[src/rtl/router_pkg.sv]
// Shared router types: flit layout, port status and the output-port FSM encoding.
package router_pkg;

  localparam int FLIT_SIZE    = 16;
  localparam int NUM_OF_FLITS = 8;

  typedef enum logic [1:0] {
    HEAD_FLIT = 2'd0,
    BODY_FLIT = 2'd1,
    TAIL_FLIT = 2'd2
  } FLIT_TYPE_t;

  typedef struct packed {
    logic                   valid;
    FLIT_TYPE_t             flit_type;
    logic [FLIT_SIZE-4:0]   payload;
  } FLIT_FIELDS_t;

  typedef union packed {
    logic [FLIT_SIZE-1:0] raw;
    FLIT_FIELDS_t         tail;
  } FLIT_t;

  typedef enum logic {
    PORT_FREE     = 1'b0,
    PORT_OCCUPIED = 1'b1
  } PORT_STATUS_t;

  typedef enum logic [2:0] {
    O_IDLE,
    O_FILL,
    O_REQ,
    O_SEND,
    O_DONE
  } OUT_STATE_t;

  function automatic logic is_tail(input FLIT_t f);
    return f.tail.flit_type == TAIL_FLIT;
  endfunction

endpackage

[src/rtl/output_unit_if.sv]
// Switch-side and link-side signals of one router output port.
interface output_unit_if;
  import router_pkg::*;

  FLIT_t        i_flit;
  logic         i_flit_valid;
  logic         o_switch_ready;
  FLIT_t        o_flit;
  logic         o_transmit_req;
  logic         i_transmit_ack;
  PORT_STATUS_t o_port_status;
  logic         o_pkt_sent;
  logic         o_len_err;

  modport slave (
    input  i_flit, i_flit_valid, i_transmit_ack,
    output o_switch_ready, o_flit, o_transmit_req, o_port_status, o_pkt_sent, o_len_err
  );

  modport master (
    output i_flit, i_flit_valid, i_transmit_ack,
    input  o_switch_ready, o_flit, o_transmit_req, o_port_status, o_pkt_sent, o_len_err
  );

endinterface

[src/rtl/sfifo.sv]
// Synchronous first-word fall-through FIFO; dout always shows the head entry.
module sfifo #(
  parameter int DATA_WIDTH = 16,
  parameter int ADDR_BITS  = 3
) (
  input  logic                  clk,
  input  logic                  rst_n,
  input  logic                  wr,
  input  logic                  rd,
  input  logic [DATA_WIDTH-1:0] din,
  output logic [DATA_WIDTH-1:0] dout,
  output logic                  full,
  output logic                  empty,
  output logic [ADDR_BITS:0]    count
);

  localparam int DEPTH = 1 << ADDR_BITS;
  localparam logic [ADDR_BITS:0] FULL_CNT = (ADDR_BITS+1)'(DEPTH);

  logic [DATA_WIDTH-1:0] mem [DEPTH];
  logic [ADDR_BITS-1:0]  wptr, rptr;
  logic [ADDR_BITS:0]    cnt;
  logic                  do_wr, do_rd;

  assign do_wr = wr && !full;
  assign do_rd = rd && !empty;

  always_ff @(posedge clk or negedge rst_n) begin
    if (!rst_n) begin
      wptr <= '0;
      rptr <= '0;
      cnt  <= '0;
    end else begin
      if (do_wr) wptr <= wptr + 1'b1;
      if (do_rd) rptr <= rptr + 1'b1;
      case ({do_wr, do_rd})
        2'b10:   cnt <= cnt + 1'b1;
        2'b01:   cnt <= cnt - 1'b1;
        default: cnt <= cnt;
      endcase
    end
  end

  // Storage is data only and carries no reset.
  always_ff @(posedge clk) begin
    if (do_wr) mem[wptr] <= din;
  end

  assign dout  = mem[rptr];
  assign full  = (cnt == FULL_CNT);
  assign empty = (cnt == '0);
  assign count = cnt;

endmodule

[src/rtl/output_unit.sv]
// Router output port: store-and-forward one packet, then request the link and stream it out.
module output_unit
  import router_pkg::*;
#(
  parameter int DEPTH = NUM_OF_FLITS
) (
  input  logic          clk,
  input  logic          reset_n,
  output_unit_if.slave  bus
);

  localparam int FLIT_W    = FLIT_SIZE;
  localparam int ADDR_BITS = $clog2(DEPTH);
  localparam logic [ADDR_BITS:0] LAST_SLOT = (ADDR_BITS+1)'(DEPTH-1);

  OUT_STATE_t          state, next_state;
  FLIT_t               flit_in;
  logic                ready, wr, rd, fills, tail_in;
  logic                full, empty;
  logic [ADDR_BITS:0]  count;
  logic [FLIT_W-1:0]   head;

  FLIT_t               flit_q;
  logic                req_q, sent_q, len_err_q;
  PORT_STATUS_t        status_q;

  assign flit_in = bus.i_flit;
  assign tail_in = is_tail(flit_in);

  sfifo #(
    .DATA_WIDTH (FLIT_W),
    .ADDR_BITS  (ADDR_BITS)
  ) OUTPUT_BUFFER (
    .clk   (clk),
    .rst_n (reset_n),
    .wr    (wr),
    .rd    (rd),
    .din   (flit_in.raw),
    .dout  (head),
    .full  (full),
    .empty (empty),
    .count (count)
  );

  always_ff @(posedge clk or negedge reset_n) begin
    if (!reset_n) state <= O_IDLE;
    else          state <= next_state;
  end

  always_comb begin
    next_state = state;
    case (state)
      O_IDLE: if (wr) next_state = (tail_in || fills) ? O_REQ : O_FILL;
      O_FILL: if (wr && (tail_in || fills)) next_state = O_REQ;
      O_REQ:  if (bus.i_transmit_ack) next_state = O_SEND;
      O_SEND: if (empty) next_state = O_DONE;
      O_DONE: next_state = O_IDLE;
      default: next_state = O_IDLE;
    endcase
  end

  // Flits with a clear valid bit never reach the buffer.
  always_comb begin
    ready = ((state == O_IDLE) || (state == O_FILL)) && !full;
    wr    = bus.i_flit_valid && ready && flit_in.tail.valid;
    fills = wr && !tail_in && (count == LAST_SLOT);
    rd    = ((state == O_REQ) && bus.i_transmit_ack) || ((state == O_SEND) && !empty);
  end

  // The ack edge already pops the first flit, so the link sees no bubble.
  always_ff @(posedge clk or negedge reset_n) begin
    if (!reset_n) begin
      flit_q    <= '0;
      req_q     <= 1'b0;
      sent_q    <= 1'b0;
      len_err_q <= 1'b0;
      status_q  <= PORT_FREE;
    end else begin
      flit_q <= rd ? head : '0;
      req_q  <= (next_state == O_REQ);
      sent_q <= (state == O_SEND) && empty;
      if (fills) len_err_q <= 1'b1;
      if ((state == O_IDLE) && wr)          status_q <= PORT_OCCUPIED;
      else if ((state == O_SEND) && empty)  status_q <= PORT_FREE;
    end
  end

  assign bus.o_switch_ready = ready;
  assign bus.o_flit         = flit_q;
  assign bus.o_transmit_req = req_q;
  assign bus.o_pkt_sent     = sent_q;
  assign bus.o_len_err      = len_err_q;
  assign bus.o_port_status  = status_q;

endmodule

[src/flat_wrapper.sv]
// flat-port wrapper written by rule: the top's interface ports become plain ports
module output_unit_flat import router_pkg::*;
#(
  parameter int DEPTH = NUM_OF_FLITS
)
  (clk, reset_n, bus_i_flit, bus_i_flit_valid, bus_i_transmit_ack, bus_o_switch_ready, bus_o_flit, bus_o_transmit_req, bus_o_port_status, bus_o_pkt_sent, bus_o_len_err);
  output_unit_if bus_i ();
  input  logic clk;
  input  logic reset_n;
  input wire logic [$bits(bus_i.i_flit)-1:0] bus_i_flit;
  input wire logic [$bits(bus_i.i_flit_valid)-1:0] bus_i_flit_valid;
  input wire logic [$bits(bus_i.i_transmit_ack)-1:0] bus_i_transmit_ack;
  output wire logic [$bits(bus_i.o_switch_ready)-1:0] bus_o_switch_ready;
  output wire logic [$bits(bus_i.o_flit)-1:0] bus_o_flit;
  output wire logic [$bits(bus_i.o_transmit_req)-1:0] bus_o_transmit_req;
  output wire logic [$bits(bus_i.o_port_status)-1:0] bus_o_port_status;
  output wire logic [$bits(bus_i.o_pkt_sent)-1:0] bus_o_pkt_sent;
  output wire logic [$bits(bus_i.o_len_err)-1:0] bus_o_len_err;
  assign bus_i.i_flit = bus_i_flit;
  assign bus_i.i_flit_valid = bus_i_flit_valid;
  assign bus_i.i_transmit_ack = bus_i_transmit_ack;
  assign bus_o_switch_ready = bus_i.o_switch_ready;
  assign bus_o_flit = bus_i.o_flit;
  assign bus_o_transmit_req = bus_i.o_transmit_req;
  assign bus_o_port_status = bus_i.o_port_status;
  assign bus_o_pkt_sent = bus_i.o_pkt_sent;
  assign bus_o_len_err = bus_i.o_len_err;
  output_unit #(.DEPTH(DEPTH)) u_core (.clk(clk), .reset_n(reset_n), .bus(bus_i));
endmodule
[config.mk]
export PLATFORM = sky130hd
export DESIGN_NAME = output_unit_flat
export DESIGN_NICKNAME = d
export VERILOG_FILES = /design/src/rtl/router_pkg.sv /design/src/rtl/output_unit_if.sv /design/src/rtl/sfifo.sv /design/src/rtl/output_unit.sv /design/src/flat_wrapper.sv
export SDC_FILE = /design/constraint.sdc
export NUM_CORES = 1
export LEC_CHECK = 0
export CORE_MARGIN = 3
export CORE_UTILIZATION = 30
export CTS_BUF_LIST = sky130_fd_sc_hd__clkbuf_16
export CTS_CLUSTER_SIZE = 28
export DETAILED_ROUTE_END_ITERATION = 8
export GPL_TIMING_DRIVEN = 0
export PLACE_DENSITY = 0.48
export SYNTH_ARGS = -nofsm -noshare
export SYNTH_HDL_FRONTEND = slang
export SYNTH_SLANG_ARGS = --single-unit
[constraint.sdc]
create_clock -name clk -period 4.8 [get_ports clk]
set_input_delay 1.44 -clock clk [delete_from_list [all_inputs] [get_ports clk]]
set_output_delay 1.44 -clock clk [all_outputs]
set_load 0.01 [all_outputs]
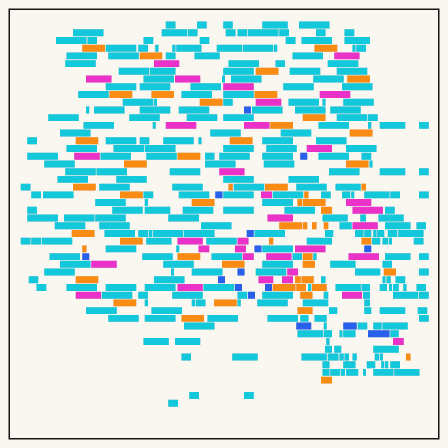
*Cells by drive strength, run 1*
orange -> drive 2  # cells 54, share 14%, most used mux4_2
blue -> drive 3 to 4  # cells 15, share 3.8%, most used buf_4
cyan -> drive 1 or less  # cells 294, share 74%, most used edfxtp_1
magenta -> drive 6 and up  # cells 33, share 8.3%, most used clkbuf_16

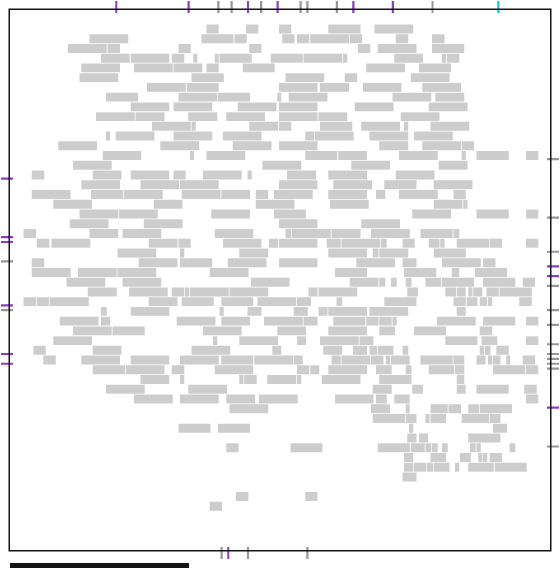
*Pin placement, run 1*
Scale bar: 50 um. Pins as bars across the die edge, other pins in grey.
cyan -> clk  # pins 1, direction input, edge top
purple -> bus_i_flit  # pins 16, direction input, edge 6 top, 6 left, 3 right, 1 bottom
all pins by edge = 15 right, 14 top, 8 left, 4 bottom

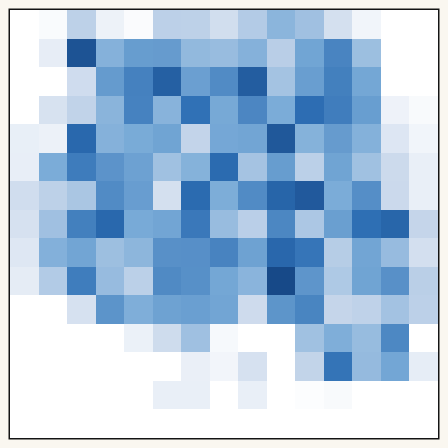
*Placement density heat map, run 1*
The die is cut into 15 by 15 equal tiles; white is low, dark blue is high, 0 to 100% covered.
emptiest ninth of the die = lower left
mean over tiles = 33%
fullest tile = 90%
nearly empty tiles = 24%
tiles over 75% full = 6.2%

==> flow_metrics.py, run 1 <==
# Flow results
metrics = {
    "setup_path": {
        "timing.critical_path.from_type": "primary input",
        "cp_max_fo": 10,
        "crit_path_end": "u_core.OUTPUT_BUFFER.count[3]",
        "end_kind": "flip-flop",
    },
    "power": {
        "pg_clk_w": 0.00149,
        "seq_power_w": 0.00177,
        "power.internal_w": 0.003302,
        "power.density_cell_area_nw_per_um2": 587.6,
        "vdd_drop_max_v": 0.0002334,
        "sw_frac_of_total": 0.2831,
    },
    "synthesis": {
        "logic_family": "multiplexers",
        "post_synth.cell_area_avg_um2": 20.23,
        "area_leaders": "edfxtp_1 61%, dfrtp_1 13%, mux4_2 11%, mux2i_1 2.7%, nor2_1 1.1%",
        "synth_cell_type_count": 43,
        "ys_sh_mux": 0.1476,
        "synthArstFlopShare": 0.2050,
        "dominantRegCellSynth": "edfxtp_1",
    },
    "drt": {
        "drt_iter0_markers": 196,
        "wirelength_mm": 12.93,
        "post_drt_via_cell_ratio": 4.668,
        "num_vias": 3109,
        "first_pass_detailed_route_iteration_total": 4,
    },
    "cells_and_area": {
        "stdcell_count": 666,
        "nNonClkInverters": 5,
        "n_multi_input_combinational_cell": 130,
        "syn2layout_area_growth_pct": 24.60,
        "antennaDiodeCount": 0,
        "gate_area_um2": 1545,
        "buffers_excl_clock": 68,
        "layout.nonclk_buf_frac": 0.07885,
        "sh_seq_area": 0.5957,
        "seqCellArea_um2": 4669,
    },
    "grt": {
        "grt_pass1_vias": 3341,
        "grt_overflow_total": 0,
    },
    "floorplan": {
        "chipHeight_um": 150.8,
        "die_w_um": 150.8,
        "tapCellCount": 270,
        "core-area_um2": 20430,
        "num_io_pins": 41,
    },
    "outcome": {
        "status": "finished, final reports clean",
    },
    "placed_design": {
        "dpl_worst_slack_ps": 490.6,
        "dp.final_hpwl_mm": 8.494,
    },
    "clocking": {
        "htreeDepth": 4,
        "cts.path.max_buffers": 2,
        "cts_inserted_buffers": 17,
    },
    "final_timing": {
        "layout_worst_path_cycle_share": 0.8133,
        "setup_repair_after_global_routing_missed_its_margin": "false",
    },
    "hold_path": {
        "hp-class": "flip-flop to flip-flop",
    },
}
==> run 1: through the flow <==
stage	hold slack [ps]	power, W	util
after CTS	497.3	0.004676	0.3837
after detailed placement	479.3	0.003179	0.3519
after global routing	513.1	0.004852	0.3837
after global placement	463.4	0.003127	0.3441
final	494.5	0.004606	0.3837
after floorplan	513.4	0.002716	-
==> run 1: worst min-delay path by stage <==
| stage | startpoint | endpoint | slack (ps) | cells past startpoint |
|---|---|---|---|---|
| 6_report | u_core.bus.o_len_err | u_core.bus.o_len_err | 490 | 1 |
| 5_1_grt | u_core.bus.o_len_err | u_core.bus.o_len_err | 510 | 1 |
| 4_1_cts | u_core.bus.o_len_err | u_core.bus.o_len_err | 500 | 1 |
| 3_5_place_dp | u_core.bus.o_len_err | u_core.bus.o_len_err | 480 | 1 |
| 3_3_place_gp | u_core.bus.o_len_err | u_core.bus.o_len_err | 460 | 1 |
| 2_1_floorplan | u_core.bus.o_len_err | u_core.bus.o_len_err | 510 | 1 |
==> run 1: flip-flops by register name, summed over array words and instances, names as in the netlist <==
register / cells
u_core.OUTPUT_BUFFER.mem: 128
u_core.bus.o_flit: 16
u_core.OUTPUT_BUFFER.count: 4
u_core.OUTPUT_BUFFER.rptr: 3
u_core.OUTPUT_BUFFER.wptr: 3
u_core.state: 3
u_core.bus.o_len_err: 1
u_core.bus.o_pkt_sent: 1
u_core.bus.o_port_status: 1
u_core.bus.o_transmit_req: 1
==> run 1: worst max-delay path: stages <==
cell and delay, ps:
clkdlybuf4s50_1 710, and4bb_2 420, nand2_8 110, ha_1 310, ha_1 390, or4b_1 550, o311ai_0 130, o211ai_1 130
==> run 1: metal layers <==
metal	track usage	wire, um
met5	0	0
met4	0.04216	158
met3	0.03351	484
met2	0.1925	6348
met1	0.1619	5939
### Placed standard cells, run 1

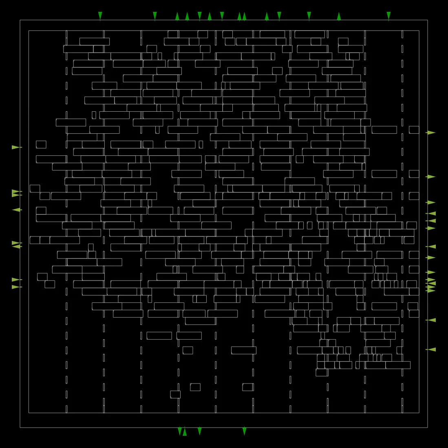

==> run 2, diff against run 1 <==
--- a/config.mk
+++ b/config.mk
@@ -11,7 +11,7 @@
 export CTS_CLUSTER_SIZE = 28
 export DETAILED_ROUTE_END_ITERATION = 8
 export GPL_TIMING_DRIVEN = 0
-export PLACE_DENSITY = 0.48
+export PLACE_DENSITY = 0.5
 export SYNTH_ARGS = -nofsm -noshare
 export SYNTH_HDL_FRONTEND = slang
 export SYNTH_SLANG_ARGS = --single-unit
==> constraint.sdc (replaced) <==
create_clock -name clk -period 3.3 [get_ports clk]
set_input_delay 0.99 -clock clk [delete_from_list [all_inputs] [get_ports clk]]
set_output_delay 0.99 -clock clk [all_outputs]
set_load 0.01 [all_outputs]
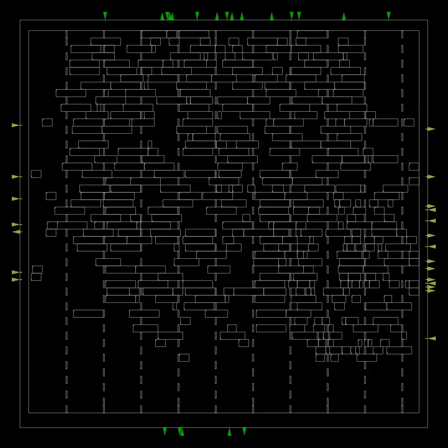
*Placed standard cells, run 2*
sequential fraction of total cell area: 0.5970
Core Area: 20430 um^2

==> run 2 against run 1 <==
Routed wire length is 1.2% higher. Synthesized area stayed put. Clock power is 32% higher. Worst setup slack worse by 730 ps. Synthesized cell count stayed put. Utilization is 0.086 points lower. Count of clock-buffer cells in the layout stayed put. Via count is 0.45% lower. Final cell count is 0.45% lower. Non-clock buffer count is 3 lower. Sequential share of layout area is 0.13 points higher. Clock skew is 0.83 ps lower. Critical endpoint unchanged. Highest routed layer unchanged.
==> flow_metrics.py, run 2 <==
# Flow results
metrics = {
    "outcome": {
        "status": "finished, final reports clean",
    },
    "setup_path": {
        "crit_chain": "clkdlybuf4s50_1, and4bb_2, nand2_8, ha_1, ha_1, or4b_1, o311ai_0, o211ai_1",
        "reg2reg_from": "u_core.OUTPUT_BUFFER.count[0]",
        "stage_delay_of_the_slowest_cell_on_the_critical_path_ps": 520,
        "cp_max_fo": 10,
        "timing.critical_path.buf_inv": 1,
        "end_kind": "flip-flop",
        "critical_path.top_delay_family": "simple AND/OR/NAND/NOR gates",
        "critPathArrivalTime_ps": 3420,
        "crit_slowest_cell": "or4b_1",
    },
    "synthesis": {
        "logic_family": "multiplexers",
        "post_synth.cell_area_avg_um2": 20.23,
        "ys_sh_mux": 0.1476,
        "area_leaders": "edfxtp_1 61%, dfrtp_1 13%, mux4_2 11%, mux2i_1 2.7%, nor2_1 1.1%",
        "dominantRegCellSynth": "edfxtp_1",
        "synth_cell_type_count": 43,
        "synthArstFlopShare": 0.2050,
    },
    "cells_and_area": {
        "antennaDiodeCount": 0,
        "gate_area_um2": 1572,
        "flip_flop_count_of_the_largest_register_all_copies_and_words_added": 128,
        "stdcell_count": 663,
        "seqCellArea_um2": 4669,
        "syn2layout_area_growth_pct": 24.32,
        "register_with_the_highest_flop_count": "u_core.OUTPUT_BUFFER.mem",
        "post_route_cells_drive_above_1_share": 0.2570,
    },
    "drt": {
        "drt_iter0_markers": 175,
        "num_vias": 3095,
        "post_drt_via_cell_ratio": 4.668,
        "first_pass_detailed_route_iteration_total": 4,
        "wirelength_mm": 13.08,
    },
    "power": {
        "design_power_total_w": 0.006549,
        "sw_frac_of_total": 0.2984,
        "vdd_drop_max_v": 0.0003171,
        "share_seq_of_total_power": 0.396,
    },
    "grt": {
        "grt_antenna_before_repair": 0,
        "grt_overflow_total": 0,
        "grt_pass1_vias": 3287,
    },
    "floorplan": {
        "num_io_pins": 41,
        "chipHeight_um": 150.8,
        "die_w_um": 150.8,
    },
    "placed_design": {
        "dpl_worst_slack_ps": -547.0,
        "dp.final_hpwl_mm": 8.632,
    },
    "hold_path": {
        "holdCritStartpoint": "u_core.bus.o_len_err",
        "hp-class": "flip-flop to flip-flop",
    },
    "final_timing": {
        "worst_hold_slack_ps": 476.2,
        "setup_repair_after_global_routing_missed_its_margin": "false",
    },
    "clocking": {
        "htreeDepth": 4,
        "cts_inserted_buffers": 17,
        "cts.path.max_buffers": 2,
    },
}
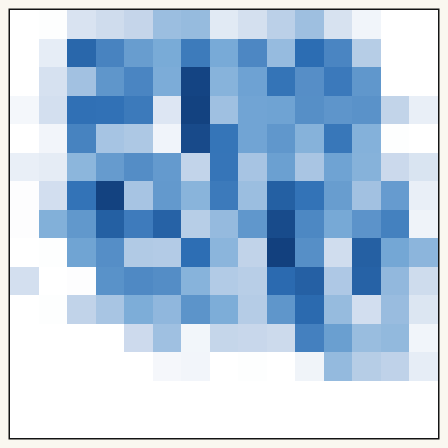
*Placement density heat map, run 2*
The die is cut into 15 by 15 equal tiles; white is low, dark blue is high, 0 to 100% covered.
emptiest ninth of the die = lower left
fullest tile = 93%
nearly empty tiles = 28%
mean over tiles = 33%
tiles over 75% full = 7.6%

-- run 2: cell counts after synthesis --
Identical to the previous run, type by type.
-- run 2: final timing paths --
kind,cells past startpoint,endpoint,slack (ps)
max in group asynchronous,1,u_core.bus.o_flit[7],2070
worst max-delay path,8,u_core.OUTPUT_BUFFER.count[3],170
worst min register to register,1,u_core.bus.o_len_err,480
min in group asynchronous,1,u_core.OUTPUT_BUFFER.count[0],680
worst min-delay path,1,u_core.bus.o_len_err,480
worst max register to register,8,u_core.OUTPUT_BUFFER.count[3],470
-- run 2: area by class of cell --
cell class / instances / area share
Buffer: 15 / 0.01264
Clock buffer: 17 / 0.05439
Clock inverter: 15 / 0.02176
Inverter: 5 / 0.002400
Multi-Input combinational cell: 130 / 0.2009
Sequential cell: 161 / 0.5970
Tap cell: 270 / 0.04319
Timing Repair Buffer: 50 / 0.06767
-- run 2: layer usage --
layer,vias up,track usage,wire length [um],part of all wire
met1,1618,0.1671,5942,0.45
met2,73,0.1902,6332,0.48
met4,0,0.04080,161,0.012
li1,1392,-,-,-
met5,-,0,0,0
met3,12,0.04039,644,0.049
-- run 2: logic make-up (layout without fill, tap and decap cells) --
group,Yosys count,in the layout
fa+ha+maj,6,6
flops,161,161
simple gates,52,52
buf+inv,20,102
mux,52,52
xor+xnor,6,6
compound gates,14,14
-- run 2: power by group through the flow --
stage | sequential (W) | clock, W | combinational (W)
after floorplan | 0.00262 | 0 | 0.00134
after global placement | 0.00262 | 0 | 0.00194
after detailed placement | 0.00264 | 0 | 0.00203
after CTS | 0.00260 | 0.00202 | 0.00203
after global routing | 0.00262 | 0.00211 | 0.00218
final | 0.00259 | 0.00197 | 0.00198
### Zoomed window, run 2

Window x 103 to 123, y 103 to 123 um. Cells in grey, sequential cells in the stronger grey; small squares are vias.
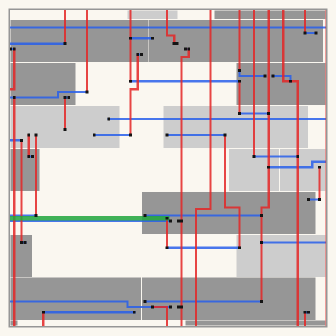

==> run 3, diff against run 2 <==
--- a/config.mk
+++ b/config.mk
@@ -10,7 +10,6 @@
 export CTS_BUF_LIST = sky130_fd_sc_hd__clkbuf_16
 export CTS_CLUSTER_SIZE = 28
 export DETAILED_ROUTE_END_ITERATION = 8
-export GPL_TIMING_DRIVEN = 0
 export PLACE_DENSITY = 0.5
 export SYNTH_ARGS = -nofsm -noshare
 export SYNTH_HDL_FRONTEND = slang
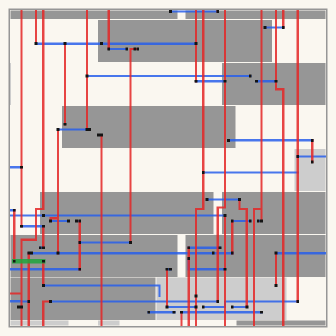
*Zoomed window, run 3*
Window x 103 to 123, y 103 to 123 um. Cells in grey, sequential cells in the stronger grey; small squares are vias.
blue -> met1
red -> met2
green -> met3
netlist names of flops here include = u_core.OUTPUT_BUFFER.mem (8)
cells with their middle in the window = 9
sequential cells in the window = 8
most frequent = edfxtp_1 (8), mux4_2 (1)

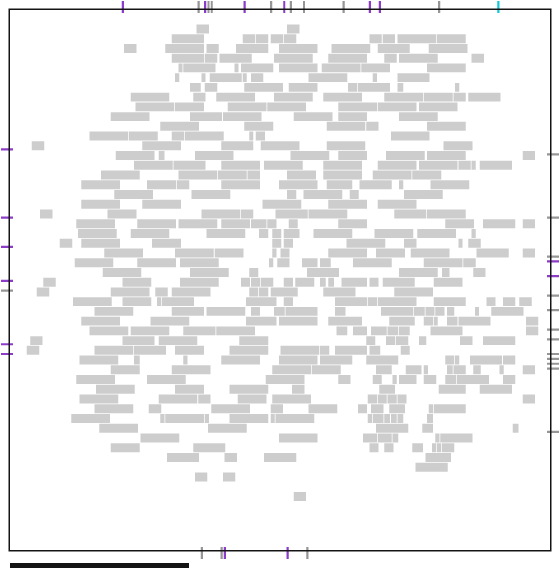
*Pin placement, run 3*
Scale bar: 50 um. Pins as bars across the die edge, other pins in grey.
purple -> bus_i_flit  # pins 16, direction input, edge 6 top, 6 left, 2 bottom, 2 right
cyan -> clk  # pins 1, direction input, edge top
all pins by edge = 15 top, 14 right, 7 left, 5 bottom

==> run 3 against run 2 <==
Routed wire length shrank 3.7%. Critical path depth shrank 5. Global-route usage shrank 0.55 points.
==> flow_metrics.py, run 3 <==
# Flow results
metrics = {
    "final_timing": {
        "timing_hold_violations_final": 0,
        "layout_worst_path_cycle_share": 0.8772,
        "pins_over_their_slew_limit": 0,
        "skew_final_ps": 11.24,
        "setup_repair_after_global_routing_missed_its_margin": "false",
        "setup_violations": 0,
        "max_slew.worst_pin.slew_ps": 907.8,
    },
    "placed_design": {
        "weighted_congestion_reported_at_the_end_of_routability_driven_placement": 0.7265,
        "dp.final_hpwl_mm": 7.855,
    },
    "power": {
        "comb_power_frac": 0.277,
        "vdd_drop_max_v": 0.0003893,
        "pg_clk_w": 0.00203,
        "seq_power_w": 0.00273,
        "clock_power_share": 0.308,
        "sw_frac_of_total": 0.2881,
        "power.switching_w": 0.001899,
        "power.density_cell_area_nw_per_um2": 840.3,
        "share_seq_of_total_power": 0.415,
        "power_drawn_by_the_combinational_cells_w": 0.00183,
        "largestPowerGroup": "registers",
        "power.internal_w": 0.004692,
    },
    "synthesis": {
        "post_synth_instance_area_um2": 6291,
        "compound_area_frac": 0.01651,
        "synth.cellmix.xorXnorShare": 0.008353,
        "ys_sh_mux": 0.1476,
        "synth_top_area_share": 0.6110,
        "edf_count": 128,
        "seq_area_frac_synth": 0.7422,
        "logic_family": "multiplexers",
        "dominantRegCellSynth": "edfxtp_1",
        "area_leaders": "edfxtp_1 61%, dfrtp_1 13%, mux4_2 11%, mux2i_1 2.7%, nor2_1 1.1%",
        "synth-warning-count": 0,
        "fa_ha_area_frac": 0.01313,
        "synthArstFlopShare": 0.2050,
        "synth_simple_gate_area_share": 0.05350,
        "synth_cell_type_count": 43,
        "ys.flops": 161,
        "synth_nets": 337,
        "synth_stat.cells": 311,
        "post_synth.cell_area_avg_um2": 20.23,
    },
    "grt": {
        "grt_antenna_before_repair": 0,
        "wire_length_of_the_first_global_routing_pass_mm": 19.51,
        "global_route_usage_over_all_layers": 0.1183,
        "grt_pass1_vias": 3268,
        "grt_overflow_total": 0,
    },
    "floorplan": {
        "die_w_um": 150.8,
        "num_io_pins": 41,
        "core-area_um2": 20430,
        "design.die.area_um2": 22740,
        "initCoreUtil": 0.3079,
        "floorplan_row_count": 52,
        "chipHeight_um": 150.8,
    },
    "cells_and_area": {
        "flip_flop_count_of_the_largest_register_all_copies_and_words_added": 128,
        "layout.cells.most_common": "edfxtp_1",
        "seqCellArea_um2": 4671,
        "syn2layout_area_growth_pct": 24.68,
        "register_with_the_highest_flop_count": "u_core.OUTPUT_BUFFER.mem",
        "postLayoutCellArea_um2": 7844,
        "post_route_cells_drive_above_1_share": 0.2702,
        "antennaDiodeCount": 0,
        "layout_top_cells": "128 x edfxtp_1, 39 x clkdlybuf4s50_1, 32 x mux4_2, 32 x dfrtp_1, 26 x buf_4",
        "gate_area_um2": 1569,
    },
    "clocking": {
        "cts.path.max_buffers": 2,
        "cts.clk_slew.worst_paths_ps": 60,
        "cts.repair_timing.setup_buffer_count": 0,
        "htreeDepth": 4,
        "cts_inserted_buffers": 17,
        "cts_hold_buffers": 0,
        "cts.repair.resized": 0,
        "tritoncts": "built",
    },
    "run": {
        "drv.max_cap_violation_count": 0,
        "openroad.warnings": 26,
    },
    "setup_path": {
        "worst-endpoint-required_ps": 2310,
        "timing.critical_path.from_type": "flip-flop",
        "end_kind": "output pin",
        "cp_max_fo": 8,
        "critPathArrivalTime_ps": 1900,
    },
    "drt": {
        "drc": 0,
        "num_vias": 3091,
        "routedWlPerCell_um": 18.91,
        "wirelength_mm": 12.59,
        "post_drt_via_cell_ratio": 4.641,
        "first_pass_detailed_route_iteration_total": 4,
        "drt_iter0_markers": 174,
    },
    "hold_path": {
        "hp-class": "flip-flop to flip-flop",
    },
    "outcome": {
        "status": "finished, final reports clean",
    },
}
## run 3: cell counts after synthesis
Identical to the previous run, type by type.
## run 3: per-stage QoR
step	util	std cells	total power (W)	hold WS (ps)	setup WS, ps
floorplan	-	311	0.003960	513.4	131.8
CTS	0.3839	666	0.006700	488.9	364.9
global placement	0.3537	634	0.004613	465.7	39.69
finish	0.3839	666	0.006591	483.3	405.3
detailed placement	0.3537	634	0.004649	471.3	-8.584
global route	0.3839	666	0.006956	493.6	274.7
## run 3: worst max-delay path, stage by stage, from the launching register on
cell,delay [ps]
dfrtp_1,490
nor4b_1,400
nor3_1,100
clkdlybuf4s50_1,490
## run 3: final timing paths
path                                               start                            end  slack (ps)  cells after the start
min reg2reg                         u_core.bus.o_len_err           u_core.bus.o_len_err         480                      1
max                        u_core.OUTPUT_BUFFER.count[0]             bus_o_switch_ready         410                      3
max in group asynchronous                        reset_n   u_core.OUTPUT_BUFFER.rptr[0]        2040                      1
min in group asynchronous                        reset_n           u_core.bus.o_flit[2]         680                      1
min                                 u_core.bus.o_len_err           u_core.bus.o_len_err         480                      1
max reg2reg                u_core.OUTPUT_BUFFER.count[0]  u_core.OUTPUT_BUFFER.count[3]         770                      7
## run 3: routing by layer
layer / GRT usage / vias to the layer above / share of wire
li1: - / 1391 / -
met1: 0.1660 / 1635 / 0.48
met2: 0.1820 / 49 / 0.47
met3: 0.02783 / 16 / 0.025
met4: 0.04080 / 0 / 0.015
met5: 0 / - / 0
## run 3: area by class of cell
cell class / instances / area share
clock buffers: 17 / 0.05424
clock inverters: 15 / 0.02441
inverters: 5 / 0.002393
multi-input cells: 130 / 0.2000
flip-flops and latches: 161 / 0.5955
well taps: 270 / 0.04307
repair buffers: 68 / 0.08040
No activity file was given, so power comes from the tool's default toggle rates.
